$ cat src/rtl/store_unit.sv
// Store path: aligns SB/SH/SW data to byte lanes and drives a valid/ready word write bus.
// Optional feature macro: STORE_MISALIGNED_SPLIT_EN (misaligned stores split into two beats).
module store_unit #(
    parameter int unsigned TIMEOUT_CYCLES = 64
) (
    input  logic        clk,
    input  logic        rst,
    input  logic        start,
    input  logic [31:0] addr,
    input  logic [31:0] wdata,
    input  logic [2:0]  funct3,
    output logic        busy,
    output logic        done,
    output logic        err,
    output logic [1:0]  err_code,
    output logic        mem_valid,
    input  logic        mem_ready,
    output logic [31:0] mem_addr,
    output logic [31:0] mem_wdata,
    output logic [3:0]  mem_wstrb
);

    typedef enum logic [1:0] {
        IDLE = 2'd0,
        REQ0 = 2'd1,
        REQ1 = 2'd2
    } state_t;

    localparam int unsigned CNT_W = (TIMEOUT_CYCLES > 1) ? $clog2(TIMEOUT_CYCLES) : 1;
    localparam logic [CNT_W-1:0] CNT_LAST =
        CNT_W'((TIMEOUT_CYCLES == 0) ? 0 : TIMEOUT_CYCLES - 1);

    localparam logic [1:0] CODE_MISALIGN = 2'b01;
    localparam logic [1:0] CODE_FUNCT3   = 2'b10;
    localparam logic [1:0] CODE_TIMEOUT  = 2'b11;

    state_t           state_q, state_d;
    logic [CNT_W-1:0] cnt_q, cnt_d;
    logic             done_q, done_d;
    logic             err_q, err_d;
    logic [1:0]       err_code_q, err_code_d;
    logic [31:0]      mem_addr_q, mem_addr_d;
    logic [31:0]      mem_wdata_q, mem_wdata_d;
    logic [3:0]       mem_wstrb_q, mem_wstrb_d;
    logic [31:0]      b1_addr_q, b1_addr_d;
    logic [31:0]      b1_wdata_q, b1_wdata_d;
    logic [3:0]       b1_wstrb_q, b1_wstrb_d;

    logic [1:0]  off;
    logic [3:0]  mask;
    logic [31:0] byte_mask;
    logic        bad_funct3;
    logic        misaligned;
    logic [7:0]  strb8;
    logic [63:0] data64;
    logic [31:0] word_addr;
    logic        timeout_hit;

    // Lane alignment of the incoming request
    always_comb begin
        off        = addr[1:0];
        mask       = 4'b0000;
        byte_mask  = '0;
        bad_funct3 = 1'b0;
        case (funct3)
            3'b000: begin
                mask      = 4'b0001;
                byte_mask = 32'h0000_00FF;
            end
            3'b001: begin
                mask      = 4'b0011;
                byte_mask = 32'h0000_FFFF;
            end
            3'b010: begin
                mask      = 4'b1111;
                byte_mask = '1;
            end
            default: bad_funct3 = 1'b1;
        endcase
        strb8     = {4'b0000, mask} << off;
        data64    = {32'b0, wdata & byte_mask} << {off, 3'b000};
        word_addr = {addr[31:2], 2'b00};
`ifdef STORE_MISALIGNED_SPLIT_EN
        misaligned = 1'b0;
`else
        misaligned = ((funct3 == 3'b001) && off[0]) ||
                     ((funct3 == 3'b010) && (off != 2'b00));
`endif
    end

    assign timeout_hit = (TIMEOUT_CYCLES != 0) && (cnt_q == CNT_LAST);

    always_ff @(posedge clk) begin
        if (rst) begin
            state_q     <= IDLE;
            cnt_q       <= '0;
            done_q      <= 1'b0;
            err_q       <= 1'b0;
            err_code_q  <= '0;
            mem_addr_q  <= '0;
            mem_wdata_q <= '0;
            mem_wstrb_q <= '0;
            b1_addr_q   <= '0;
            b1_wdata_q  <= '0;
            b1_wstrb_q  <= '0;
        end else begin
            state_q     <= state_d;
            cnt_q       <= cnt_d;
            done_q      <= done_d;
            err_q       <= err_d;
            err_code_q  <= err_code_d;
            mem_addr_q  <= mem_addr_d;
            mem_wdata_q <= mem_wdata_d;
            mem_wstrb_q <= mem_wstrb_d;
            b1_addr_q   <= b1_addr_d;
            b1_wdata_q  <= b1_wdata_d;
            b1_wstrb_q  <= b1_wstrb_d;
        end
    end

    always_comb begin
        state_d     = state_q;
        cnt_d       = cnt_q;
        done_d      = 1'b0;
        err_d       = 1'b0;
        err_code_d  = err_code_q;
        mem_addr_d  = mem_addr_q;
        mem_wdata_d = mem_wdata_q;
        mem_wstrb_d = mem_wstrb_q;
        b1_addr_d   = b1_addr_q;
        b1_wdata_d  = b1_wdata_q;
        b1_wstrb_d  = b1_wstrb_q;
        case (state_q)
            IDLE: begin
                if (start) begin
                    if (bad_funct3) begin
                        err_d      = 1'b1;
                        err_code_d = CODE_FUNCT3;
                    end else if (misaligned) begin
                        err_d      = 1'b1;
                        err_code_d = CODE_MISALIGN;
                    end else begin
                        // Both beats are captured up front; an empty beat-1 strobe means single beat
                        state_d     = REQ0;
                        cnt_d       = '0;
                        mem_addr_d  = word_addr;
                        mem_wdata_d = data64[31:0];
                        mem_wstrb_d = strb8[3:0];
                        b1_addr_d   = word_addr + 32'd4;
                        b1_wdata_d  = data64[63:32];
                        b1_wstrb_d  = strb8[7:4];
                    end
                end
            end
            REQ0, REQ1: begin
                if (mem_ready) begin
                    cnt_d = '0;
                    if ((state_q == REQ0) && (b1_wstrb_q != 4'b0000)) begin
                        state_d     = REQ1;
                        mem_addr_d  = b1_addr_q;
                        mem_wdata_d = b1_wdata_q;
                        mem_wstrb_d = b1_wstrb_q;
                    end else begin
                        state_d = IDLE;
                        done_d  = 1'b1;
                    end
                end else if (timeout_hit) begin
                    state_d    = IDLE;
                    err_d      = 1'b1;
                    err_code_d = CODE_TIMEOUT;
                end else begin
                    cnt_d = cnt_q + 1'b1;
                end
            end
            default: state_d = IDLE;
        endcase
    end

    always_comb begin
        busy      = (state_q != IDLE);
        mem_valid = (state_q == REQ0) || (state_q == REQ1);
        done      = done_q;
        err       = err_q;
        err_code  = err_code_q;
        mem_addr  = mem_addr_q;
        mem_wdata = mem_wdata_q;
        mem_wstrb = mem_wstrb_q;
    end

endmodule

$ cat config.mk
export PLATFORM = sky130hd
export DESIGN_NAME = store_unit
export DESIGN_NICKNAME = d
export VERILOG_FILES = /design/src/rtl/store_unit.sv
export SDC_FILE = /design/constraint.sdc
export NUM_CORES = 1
export LEC_CHECK = 0
export ABC_CLOCK_PERIOD_IN_PS = 5700
export CELL_PAD_IN_SITES_DETAIL_PLACEMENT = 1
export CELL_PAD_IN_SITES_GLOBAL_PLACEMENT = 1
export CORE_UTILIZATION = 40
export DETAILED_ROUTE_END_ITERATION = 8
export HOLD_SLACK_MARGIN = 0.08
export MAX_ROUTING_LAYER = met4
export PLACE_DENSITY_LB_ADDON = 0.25
export SETUP_SLACK_MARGIN = 0.5
export SLEW_MARGIN = 25
export SYNTH_ARGS = -nofsm -noshare
export SYNTH_HDL_FRONTEND = slang
export SYNTH_SLANG_ARGS = --single-unit
$ cat constraint.sdc
create_clock -name clk -period 5.7 [get_ports clk]
set_input_delay 0.855 -clock clk [delete_from_list [all_inputs] [get_ports clk]]
set_output_delay 0.855 -clock clk [all_outputs]
set_load 0.01 [all_outputs]
==> results.json, run 1 <==
{
  "maximum_number_of_pins_on_one_net_before_global_route_repair": 110,
  "num-multi-input-gates": 521,
  "rsz0062_at_grt": "false",
  "mostFrequentLayoutCells": "sky130_fd_sc_hd__clkdlybuf4s50_1, sky130_fd_sc_hd__dfxtp_1, sky130_fd_sc_hd__nor2_1",
  "final_layout_top_logic_cell": "sky130_fd_sc_hd__clkdlybuf4s50_1",
  "tritoncts": "done",
  "layout.nets": 903,
  "synthesis.area_mm2": 0.00631,
  "sequential_cell_total": 135,
  "warnings": 31,
  "syn_area_per_cell_um2": 8.79,
  "n_antenna_cell": 0,
  "power_density_cells_mw_per_mm2": 362,
  "detail_route.first_pass.iterations": 4,
  "clock_buffer_count_in_the_final_layout": 19,
  "signal_buffer_area_fraction_pct": 17.2,
  "flop_area_mm2": 0.00270,
  "outcome": "finished clean",
  "chip_area_mm2": 0.0163,
  "slowest_cell_on_the_critical_path": "sky130_fd_sc_hd__ha_4",
  "synth_dominant_cell_count": "sky130_fd_sc_hd__dfxtp_1",
  "number_of_non_clock_inverters_in_the_layout": 6,
  "worst_clk_skew_ns": 0.00823,
  "ys_cells": 718,
  "seq_area_frac_synth_pct": 42.8,
  "critical_path_buffers_and_inverters": 2,
  "clock_tree_area_fraction_pct": 7.27
}
==> run 1: power breakdown <==
group,leakage (nW),internal [mW],switching [mW]
registers,1.10,1.05,0.0604
logic,1.54,0.378,0.415
clock network,0.291,0.705,0.442
==> run 1: layer usage <==
layer / GRT usage, % / routed length (um) / vias to the layer above
met5: - / 0 / -
met4: 10.1 / 526 / 0
met3: 5.03 / 739 / 38
met2: 43.2 / 9650 / 154
met1: 29.0 / 8250 / 2841
li1: - / - / 2798
==> run 1: final timing paths <==
| path | endpoint | cells past startpoint |
|---|---|---|
| setup / recovery | mem_valid | 3 |
| hold / removal | b1_wdata_q[23] | 1 |
| setup reg to reg | mem_wdata[2] | 7 |
| hold reg to reg | b1_wdata_q[23] | 1 |
Run 1, metal 1:
Bar = 50 um.
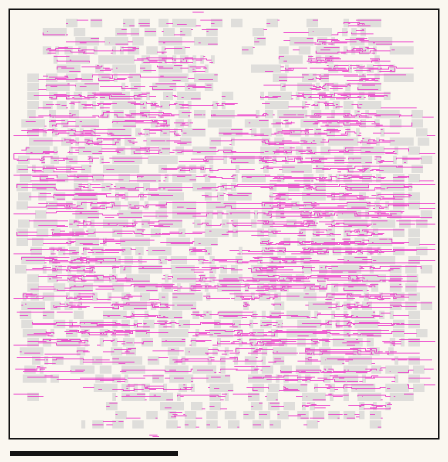
The layer carries 8250 um of wire. The layer holds 43% of the routed length. 806 nets have wire on it. The longest straight run is 34.5 um. The wires run mostly horizontal.

Run 1, met2 routing:
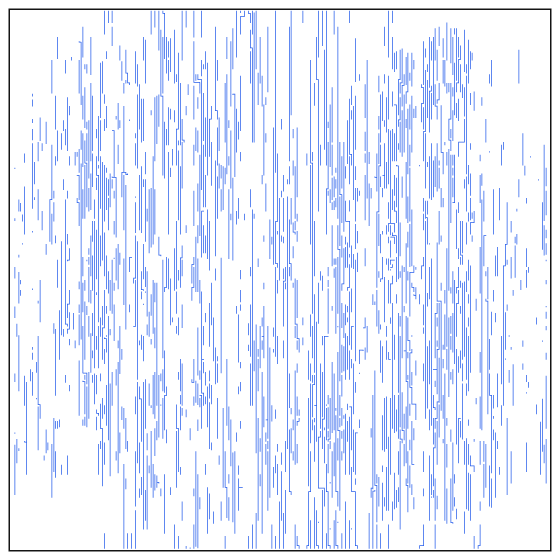
The wires run mostly vertical. The layer carries 9650 um of wire.

Run 1, the metal 3 layer:
Bar = 50 um.
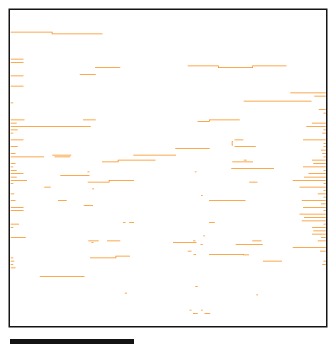
The wires run mostly horizontal. 102 nets have wire on it. The layer carries 740 um of wire. The longest straight run is 32.0 um. The layer holds 3.9% of the routed length.

==> run 2, diff against run 1 <==
--- a/config.mk
+++ b/config.mk
@@ -5,10 +5,10 @@
 export SDC_FILE = /design/constraint.sdc
 export NUM_CORES = 1
 export LEC_CHECK = 0
-export ABC_CLOCK_PERIOD_IN_PS = 5700
+export ABC_CLOCK_PERIOD_IN_PS = 3100
 export CELL_PAD_IN_SITES_DETAIL_PLACEMENT = 1
 export CELL_PAD_IN_SITES_GLOBAL_PLACEMENT = 1
-export CORE_UTILIZATION = 40
+export CORE_UTILIZATION = 34
 export DETAILED_ROUTE_END_ITERATION = 8
 export HOLD_SLACK_MARGIN = 0.08
 export MAX_ROUTING_LAYER = met4
==> constraint.sdc (replaced) <==
create_clock -name clk -period 3.1 [get_ports clk]
set_input_delay 0.465 -clock clk [delete_from_list [all_inputs] [get_ports clk]]
set_output_delay 0.465 -clock clk [all_outputs]
set_load 0.01 [all_outputs]
Run 2, clock nets:
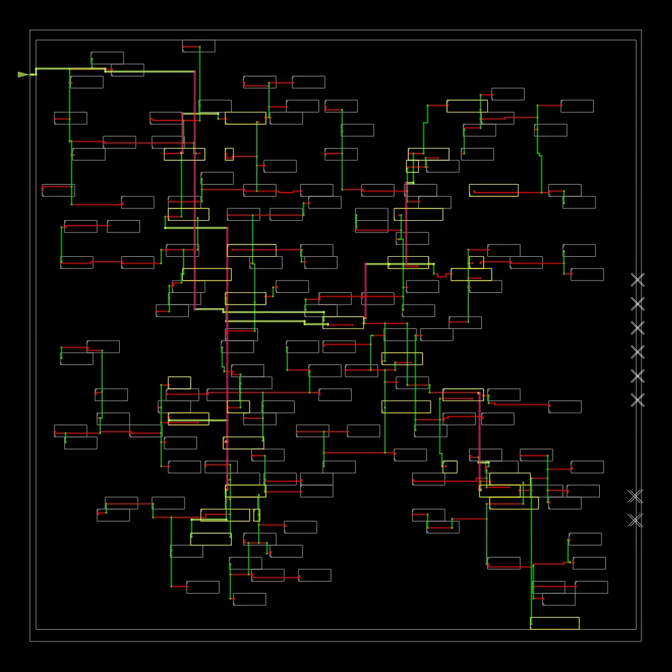
Flop Count: 135
TritonCTS Sinks: 135
clock buffer count in the final layout: 20
Worst Clk Skew: 0.0125 ns

==> results.json, run 2 <==
{
  "power_top_consumer": "the clock network",
  "seq_area_frac_synth_pct": 42.8,
  "num-multi-input-gates": 521,
  "power.sequential.fraction_pct": 34.0,
  "mostFrequentLayoutCells": "sky130_fd_sc_hd__clkdlybuf4s50_1, sky130_fd_sc_hd__dfxtp_1, sky130_fd_sc_hd__nor2_1",
  "r2r_cells": 8,
  "final_layout_top_logic_cell": "sky130_fd_sc_hd__clkdlybuf4s50_1",
  "power.combinational.total_mw": 1.52,
  "worst_ep_required_time_ns": 3.42,
  "violated_checks": "design-rule violations",
  "power.net_switching_mw": 1.69,
  "synth_dominant_cell_count": "sky130_fd_sc_hd__dfxtp_1",
  "internal-power_mw": 4.39,
  "detail_route.first_pass.iterations": 7,
  "combPwrFrac_pct": 25.1,
  "warnings": 29,
  "layout.nets": 918,
  "ys_cells": 718,
  "switching_share_pct": 27.9,
  "yosys_warnings": 0,
  "clock_tree_area_fraction_pct": 8.33,
  "top_level_ports": 145,
  "slowest_cell_on_the_critical_path": "sky130_fd_sc_hd__clkdlybuf4s50_1",
  "seq_power_mw": 2.07,
  "clock_tree.htree_level_count": 4,
  "n_antenna_cell": 0,
  "number_of_non_clock_inverters_in_the_layout": 6,
  "drt_drc_violations_left": 16,
  "worst_hold_path.endpoint": "b1_wdata_q[16]",
  "flop_area_mm2": 0.00270,
  "timing.rr.end": "mem_addr[19]",
  "signal_buffer_area_fraction_pct": 18.5,
  "tritoncts": "done",
  "outcome": "complete, but fails checks",
  "synth-compound-area-share_pct": 17.8,
  "clockNetworkPower_mw": 2.49,
  "syn_area_per_cell_um2": 8.79,
  "p_clk_share_pct": 40.9,
  "maximum_number_of_pins_on_one_net_before_global_route_repair": 60,
  "critical_path_buffers_and_inverters": 2,
  "power_density_cells_mw_per_mm2": 696,
  "fmax_ghz": 0.403,
  "worstHoldPathCells": 1,
  "synthesis.area_mm2": 0.00631,
  "chip_area_mm2": 0.0191
}
[run 2: cell counts after synthesis]
No cell type changed its count.
[run 2: routing by layer]
layer	GRT usage (%)	vias to the layer above	part of all wire [%]
met5	-	-	0
met4	8.52	0	1.8
met3	3.71	29	4.1
met2	38.9	151	50
met1	26.7	2841	44
li1	-	2829	-
[run 2: worst max path at each step]
stage                     startpoint             to  slack (ns)  cells past startpoint
after CTS                  funct3[2]   mem_addr[19]        0.64                      7
after global routing      state_q[0]   mem_addr[29]        0.51                      8
after floorplan           state_q[0]   mem_wdata[0]        0.88                      9
final                      funct3[2]   mem_addr[19]        0.62                      7
after detailed placement   funct3[2]   mem_addr[19]        0.23                      7
after global placement       addr[4]  b1_addr_q[19]        0.35                      6
==> run 3, diff against run 2 <==
--- a/config.mk
+++ b/config.mk
@@ -5,10 +5,10 @@
 export SDC_FILE = /design/constraint.sdc
 export NUM_CORES = 1
 export LEC_CHECK = 0
-export ABC_CLOCK_PERIOD_IN_PS = 3100
+export ABC_CLOCK_PERIOD_IN_PS = 2590
 export CELL_PAD_IN_SITES_DETAIL_PLACEMENT = 1
 export CELL_PAD_IN_SITES_GLOBAL_PLACEMENT = 1
-export CORE_UTILIZATION = 34
+export CORE_UTILIZATION = 37
 export DETAILED_ROUTE_END_ITERATION = 8
 export HOLD_SLACK_MARGIN = 0.08
 export MAX_ROUTING_LAYER = met4
==> constraint.sdc (replaced) <==
create_clock -name clk -period 2.59 [get_ports clk]
set_input_delay 0.3885 -clock clk [delete_from_list [all_inputs] [get_ports clk]]
set_output_delay 0.3885 -clock clk [all_outputs]
set_load 0.01 [all_outputs]
Run 3, the metal 3 layer:
Bar = 50 um.
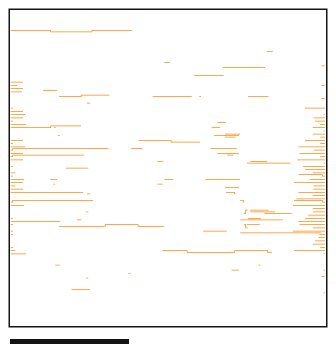
119 nets have wire on it. The layer carries 1080 um of wire. The wires run mostly horizontal. The layer holds 5.3% of the routed length.

==> results.json, run 3 <==
{
  "wl_met3_um": 1080,
  "fmax_ghz": 0.491,
  "final_layout_top_logic_cell": "sky130_fd_sc_hd__clkdlybuf4s50_1",
  "worst_ep_required_time_ns": 2.95,
  "top_level_ports": 145,
  "warnings": 31,
  "worst_hold_path.endpoint": "state_q[1]",
  "power_density_cells_mw_per_mm2": 755,
  "clock_tree.htree_level_count": 4,
  "cts_num_sinks": 135,
  "setup.worst_path.start": "funct3[2]",
  "outcome": "finished clean",
  "n_antenna_cell": 0,
  "critical_path_buffers_and_inverters": 2,
  "path_depth": 7,
  "flop_area_mm2": 0.00270,
  "timing.rr.end": "mem_addr[13]",
  "layout.nets": 938,
  "yosys_warnings": 0,
  "routed-wl-met2_um": 9910,
  "synthesis.area_mm2": 0.00631
}
## run 3: timing repair
item	in CTS	in global routing
gates cloned	0	2
gates resized	4	17
pin swaps	0	5
endpoints found under the setup margin	27	41
setup buffers	0	4
## run 3: cell families after synthesis
family	share of synthesized area, %
compound gates	17.8
xor+xnor	3.88
fa+ha+maj	1.19
buf+inv	4.22
flops	42.8
mux	7.61
other cells	0.0594
simple gates	22.5
## run 3: final cells by class
class                      instances  area share [%]
timing repair buffer             178            19.9
inverter                           6           0.256
tap                              220            3.13
multi-input combinational        523            39.5
sequential                       135            30.7
clock buffer                      20            5.30
clock inverter                    12            1.17
## run 3: power by group
group          internal (mW)  switching [mW]  leakage, nW
Sequential              2.32           0.136         1.10
Clock                   1.39           0.919        0.274
Combinational          0.923           0.965         1.76
Total                   4.62            2.02         3.14

==> screenshots <==
M4 wires.
Bar = 50 um.
picture 1
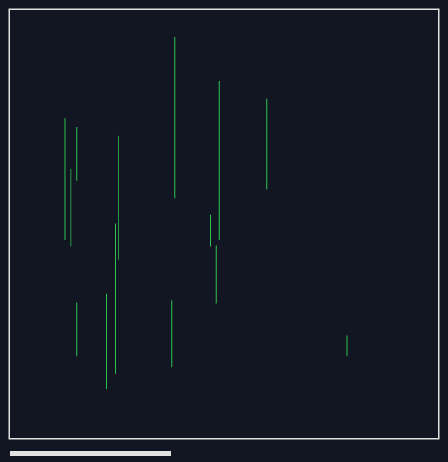
picture 2
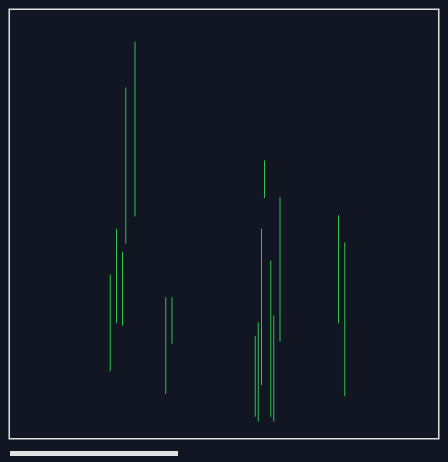
run 3 -> picture 1
run 1 -> picture 2

Key to picture 1:
The layer carries 388 um of wire. The wires run mostly vertical. The layer holds 1.9% of the routed length. 8 nets have wire on it.

Power and IR drop assume default switching activity.
